===== config.mk =====
export PLATFORM = sky130hd
export DESIGN_NAME = stopwatch_counter_flat
export DESIGN_NICKNAME = d
export VERILOG_FILES = /design/src/rtl/stopwatch_pkg.sv /design/src/rtl/stopwatch_counter_if.sv /design/src/rtl/stopwatch_counter_tick_gen.sv /design/src/rtl/stopwatch_counter.sv /design/src/flat_wrapper.sv
export SDC_FILE = /design/constraint.sdc
export NUM_CORES = 1
export LEC_CHECK = 0
export ABC_AREA = 1
export ABC_CLOCK_PERIOD_IN_PS = 3300
export CORE_MARGIN = 2
export CORE_UTILIZATION = 60
export DETAILED_ROUTE_END_ITERATION = 10
export PLACE_DENSITY = 0.91
export SYNTH_ARGS = -nofsm -noshare
export SYNTH_HDL_FRONTEND = slang
export SYNTH_SLANG_ARGS = --single-unit
export TNS_END_PERCENT = 20

===== constraint.sdc =====
create_clock -name clk -period 3.3 [get_ports clk]
set_clock_uncertainty 0.15 [all_clocks]
set_input_delay 0.33 -clock clk [delete_from_list [all_inputs] [get_ports clk]]
set_output_delay 0.33 -clock clk [all_outputs]
set_load 0.01 [all_outputs]

===== src/rtl/stopwatch_pkg.sv =====
// Shared types and limits for the stopwatch timebase.
package stopwatch_pkg;

    localparam int unsigned CNT_W   = 8;
    localparam int unsigned MS_MAX  = 99;
    localparam int unsigned SEC_MAX = 59;

    typedef enum logic [1:0] {
        ST_IDLE  = 2'd0,
        ST_RUN   = 2'd1,
        ST_PAUSE = 2'd2
    } state_e;

    typedef struct packed {
        logic [CNT_W-1:0] minute;
        logic [CNT_W-1:0] second;
        logic [CNT_W-1:0] msecond;
    } sw_time_t;

    localparam sw_time_t TIME_ZERO = '0;

endpackage


===== src/rtl/stopwatch_counter_if.sv =====
// Control pulses and time outputs of the stopwatch; LAP_EN adds lap / lap_hold.
interface stopwatch_counter_if;
    import stopwatch_pkg::*;

    logic             start_stop;
    logic             clear;
    logic [CNT_W-1:0] minute;
    logic [CNT_W-1:0] second;
    logic [CNT_W-1:0] msecond;
    logic             running;
    logic             wrap;
`ifdef LAP_EN
    logic             lap;
    logic             lap_hold;

    modport master (output start_stop, clear, lap,
                    input  minute, second, msecond, running, wrap, lap_hold);
    modport slave  (input  start_stop, clear, lap,
                    output minute, second, msecond, running, wrap, lap_hold);
`else
    modport master (output start_stop, clear,
                    input  minute, second, msecond, running, wrap);
    modport slave  (input  start_stop, clear,
                    output minute, second, msecond, running, wrap);
`endif

endinterface


===== src/rtl/stopwatch_counter_tick_gen.sv =====
// Prescaler: divides clk by CLK_HZ/TICK_HZ while enabled, holding phase when not.
module tick_gen #(
    parameter int unsigned CLK_HZ  = 50_000_000,
    parameter int unsigned TICK_HZ = 100
) (
    input  logic clk,
    input  logic rst,
    input  logic en,
    input  logic clr,
    output logic tick
);

    localparam int unsigned DIV   = CLK_HZ / TICK_HZ;
    localparam int unsigned DIV_W = (DIV > 2) ? $clog2(DIV) : 1;

    logic [DIV_W-1:0] div_cnt;
    logic             at_top;

    assign at_top = (div_cnt == DIV_W'(DIV - 1));
    assign tick   = en && !clr && at_top;

    always_ff @(posedge clk or negedge rst) begin
        if (!rst) begin
            div_cnt <= '0;
        end else if (clr) begin
            div_cnt <= '0;
        end else if (en) begin
            div_cnt <= at_top ? '0 : div_cnt + DIV_W'(1);
        end
    end

endmodule


===== src/rtl/stopwatch_counter.sv =====
// Stopwatch: run/pause/clear FSM with minute:second:centisecond counters.
// Optional LAP_EN adds a lap snapshot that freezes the displayed time.
module stopwatch_counter
    import stopwatch_pkg::*;
#(
    parameter int unsigned CLK_HZ  = 50_000_000,
    parameter int unsigned TICK_HZ = 100,
    parameter int unsigned MIN_MAX = 99
) (
    input  logic                clk,
    input  logic                rst,
    stopwatch_counter_if.slave  bus
);

    state_e   state_q, state_d;
    sw_time_t live_q, live_d;
    logic     tick;
    logic     wrap_d;
    logic     running_q;
    logic     wrap_q;

    tick_gen #(
        .CLK_HZ (CLK_HZ),
        .TICK_HZ(TICK_HZ)
    ) u_tick_gen (
        .clk (clk),
        .rst (rst),
        .en  (state_q == ST_RUN),
        .clr (bus.clear),
        .tick(tick)
    );

    // Clear has priority over start_stop from every state.
    always_comb begin
        state_d = state_q;
        if (bus.clear) begin
            state_d = ST_IDLE;
        end else if (bus.start_stop) begin
            case (state_q)
                ST_IDLE:  state_d = ST_RUN;
                ST_RUN:   state_d = ST_PAUSE;
                ST_PAUSE: state_d = ST_RUN;
                default:  state_d = ST_IDLE;
            endcase
        end
    end

    // Cascaded counters; wrap flags the full rollover to zero.
    always_comb begin
        live_d = live_q;
        wrap_d = 1'b0;
        if (bus.clear) begin
            live_d = TIME_ZERO;
        end else if (tick) begin
            if (live_q.msecond != CNT_W'(MS_MAX)) begin
                live_d.msecond = live_q.msecond + CNT_W'(1);
            end else begin
                live_d.msecond = '0;
                if (live_q.second != CNT_W'(SEC_MAX)) begin
                    live_d.second = live_q.second + CNT_W'(1);
                end else begin
                    live_d.second = '0;
                    if (live_q.minute != CNT_W'(MIN_MAX)) begin
                        live_d.minute = live_q.minute + CNT_W'(1);
                    end else begin
                        live_d.minute = '0;
                        wrap_d        = 1'b1;
                    end
                end
            end
        end
    end

    always_ff @(posedge clk or negedge rst) begin
        if (!rst) begin
            state_q   <= ST_IDLE;
            live_q    <= TIME_ZERO;
            running_q <= 1'b0;
            wrap_q    <= 1'b0;
        end else begin
            state_q   <= state_d;
            live_q    <= live_d;
            running_q <= (state_d == ST_RUN);
            wrap_q    <= wrap_d;
        end
    end

    assign bus.running = running_q;
    assign bus.wrap    = wrap_q;

`ifdef LAP_EN
    sw_time_t disp_q;
    logic     lap_hold_q, lap_hold_d, lap_acc;

    assign lap_acc = bus.lap && !bus.clear && (state_q != ST_IDLE);

    always_comb begin
        lap_hold_d = lap_hold_q;
        if (bus.clear) begin
            lap_hold_d = 1'b0;
        end else if (lap_acc) begin
            lap_hold_d = !lap_hold_q;
        end
    end

    // Display freezes on the snapshot while held, otherwise follows live counts.
    always_ff @(posedge clk or negedge rst) begin
        if (!rst) begin
            disp_q     <= TIME_ZERO;
            lap_hold_q <= 1'b0;
        end else begin
            lap_hold_q <= lap_hold_d;
            if (lap_acc && !lap_hold_q) begin
                disp_q <= live_q;
            end else if (!lap_hold_d) begin
                disp_q <= live_d;
            end
        end
    end

    assign bus.minute   = disp_q.minute;
    assign bus.second   = disp_q.second;
    assign bus.msecond  = disp_q.msecond;
    assign bus.lap_hold = lap_hold_q;
`else
    assign bus.minute   = live_q.minute;
    assign bus.second   = live_q.second;
    assign bus.msecond  = live_q.msecond;
`endif

endmodule


===== src/flat_wrapper.sv =====
// flat-port wrapper written by rule: the top's interface ports become plain ports
module stopwatch_counter_flat import stopwatch_pkg::*;
#(
    parameter int unsigned CLK_HZ  = 50_000_000,
    parameter int unsigned TICK_HZ = 100,
    parameter int unsigned MIN_MAX = 99
)
  (clk, rst, bus_start_stop, bus_clear, bus_minute, bus_second, bus_msecond, bus_running, bus_wrap);
  stopwatch_counter_if bus_i ();
  input  logic clk;
  input  logic rst;
  input wire logic [$bits(bus_i.start_stop)-1:0] bus_start_stop;
  input wire logic [$bits(bus_i.clear)-1:0] bus_clear;
  output wire logic [$bits(bus_i.minute)-1:0] bus_minute;
  output wire logic [$bits(bus_i.second)-1:0] bus_second;
  output wire logic [$bits(bus_i.msecond)-1:0] bus_msecond;
  output wire logic [$bits(bus_i.running)-1:0] bus_running;
  output wire logic [$bits(bus_i.wrap)-1:0] bus_wrap;
  assign bus_i.start_stop = bus_start_stop;
  assign bus_i.clear = bus_clear;
  assign bus_minute = bus_i.minute;
  assign bus_second = bus_i.second;
  assign bus_msecond = bus_i.msecond;
  assign bus_running = bus_i.running;
  assign bus_wrap = bus_i.wrap;
  stopwatch_counter #(.CLK_HZ(CLK_HZ), .TICK_HZ(TICK_HZ), .MIN_MAX(MIN_MAX)) u_core (.clk(clk), .rst(rst), .bus(bus_i));
endmodule

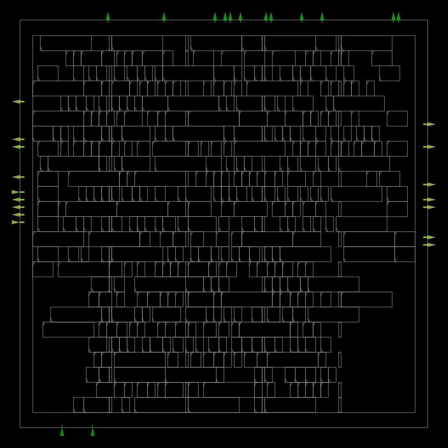
**Above:** cell outlines without signal wires.
well tap count: 54
Core ar.: 0.00469 sq mm
sequential share of cell area: 0.356
number of sequential cells: 47

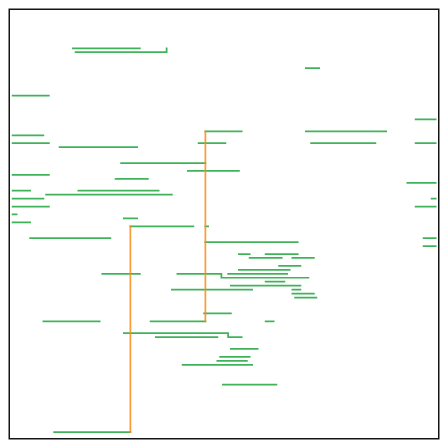
**Above:** routed metal, one color a layer.
Only two layers are drawn.
Key: M3 = green [wire length 460 um]; M4 = orange [wire length 68.0 um]

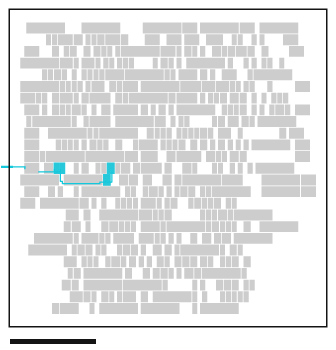
**Above:** I/O nets highlighted.
Scale bar: 20 um.
Key: bus_start_stop = cyan [bits 1, direction input, edge left, end cells 4, buffers 1, wire 27.7 um]

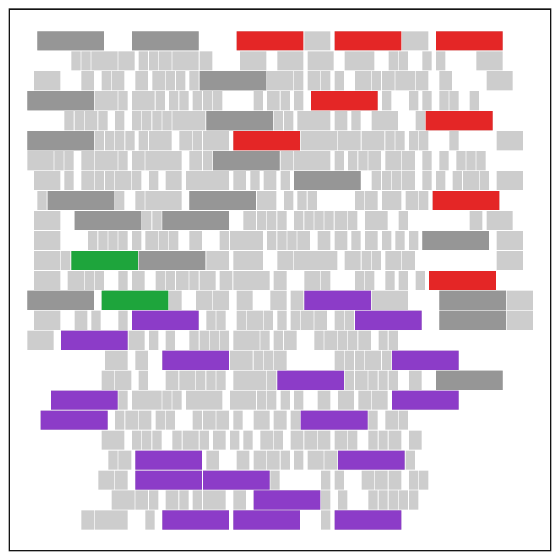
**Above:** sequential cells grouped by signal name.
Other sequential cells in the stronger gray, the rest of the logic in the fainter gray.
Key: u_core.state_q = green [sequential cells 2]; u_core.u_tick_gen.div_cnt = purple [sequential cells 19]; u_core.bus.minute = red [sequential cells 8]
Another 18 sequential cells are not colored.

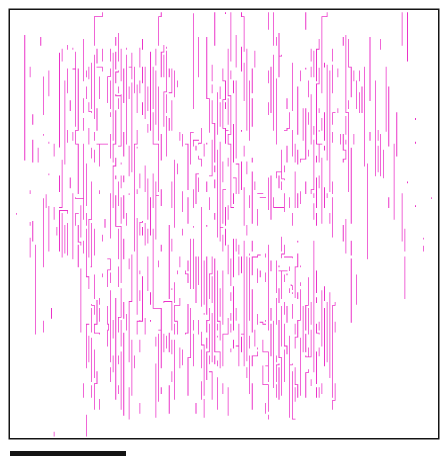
**Above:** signal wires on met2.
Scale bar: 20 um.
348 nets have wire on it. The layer holds 45% of the routed length. The longest straight run is 22.4 um. The wires run mostly vertical. The layer carries 2880 um of wire.
via count: 2761
routed wire length: 6360 um
met2 usage: 0.410

-- metrics by stage --
step | instances | util | hold slack (ns)
global route | 490 | 0.704 | 0.156
floorplan | 405 | - | -0.116
CTS | 490 | 0.704 | 0.0967
detailed placement | 482 | 0.682 | 0.343
global placement | 482 | 0.682 | 0.330
finish | 490 | 0.704 | 0.0634
-- report_power, final --
group	internal (mW)	switching [mW]	leakage [nW]	total [mW]
Combinational	0.0492	0.0782	0.842	0.127
Clock	0.191	0.189	0.0515	0.380
Sequential	0.592	0.0216	0.648	0.614
-- metal layers --
metal | wire length (um) | vias up
met5 | 0 | -
met4 | 68 | 0
met3 | 460 | 7
met2 | 2880 | 109
met1 | 2950 | 1278
li1 | - | 1367
-- registers in the layout (all words and copies together) (netlist names) --
| signal | count |
|---|---|
| u_core.state_q | 2 |
| u_core.bus.second | 8 |
| u_core.bus.minute | 8 |
| u_core.bus.wrap | 1 |
| u_core.u_tick_gen.div_cnt | 19 |
| u_core.bus.msecond | 8 |
| u_core.bus.running | 1 |
-- cells by family after synthesis --
kind of cell,share of synthesized area
buf+inv,0.0767
xor+xnor,0.0332
compound gates,0.0707
flops,0.405
fa+ha+maj,0.0172
simple gates,0.397
-- Yosys cell counts (3+ instances only) --
cell     instances  area, sq um
a21oi_1          4         20.0
dfrtp_1         47         1180
ha_1             4         50.1
inv_1           44          165
nand2_1        127          477
nand2_2          5         31.3
nand3_1         46          230
nand4_1         10         62.6
nor2_1          42          158
nor2_2           5         31.3
nor3_1           8         40.0
o21ai_0         23          115
o22ai_1          3         18.8
xnor2_1          5         43.8
xor2_1           6         52.6
-- final cells by class --
type | instances | share of cell area
well taps | 54 | 0.0205
clock buffers | 8 | 0.0303
repair buffers | 29 | 0.0864
flip-flops and latches | 47 | 0.356
multi-input cells | 307 | 0.455
inverters | 45 | 0.0512
==> impl_metrics.tcl <==
# implementation run metrics
set metrics [dict create \
    synth.yosys.seq_area_share 0.405 \
    drc_errors 0 \
    critical_path.startpoint_type "primary input" \
    max_cap_violations 0 \
    irDropWorstVdd_uv 232 \
    setup_slack_after_placement_ns 0.830 \
    ctsResizeCount 0 \
    worst-slew-pin-transition_ns 1.05 \
    critPathCapture "u_core.bus.msecond[6]" \
    io_buffers 29 \
    num_rows 25 \
    worst-path-stages 7 \
    grt_use_total 0.261 \
    openroad.warnings 26 \
    area.growth.synth_to_final_pct 13.8 \
    rr_worst_depth 8 \
    path_clk_slew_ns 0.08 \
    enable_flop_cells 0 \
    die-height_um 73.6 \
    grt_overflow_total 0 \
    clock.fmax_mhz 459 \
    worst_setup_path_startpoint "bus_clear" \
    outcome "finished, final reports clean" \
    timing_worst_setup_path_type "in -> reg" \
    layout.nets 443 \
    cp.buffers_inverters 2 \
    yosys_area_sq_mm 0.00290 \
    netlist_instances 405 \
    yosys.cell_types.count 35 \
    cts.sinks 47 \
    route.antenna.remaining_nets 0 \
    wire_per_inst_um 13.0 \
    critical_path.reg2reg.startpoint "u_core.u_tick_gen.div_cnt[0]" \
    critPathTopFamily "simple AND/OR/NAND/NOR gates" \
    cts-htree-levels 2 \
    numCtsBuffers 5 \
    timing.final.crit_share 0.661 \
    hold_path.class "in -> async" \
    worst_slack_ns 1.12 \
    setup-tns-final_ns 0 \
    timing.critical_path.slowest_stage_cell "clkdlybuf4s50_1" \
]
Power figures rest on the tool's default switching activity, not on a simulated workload.
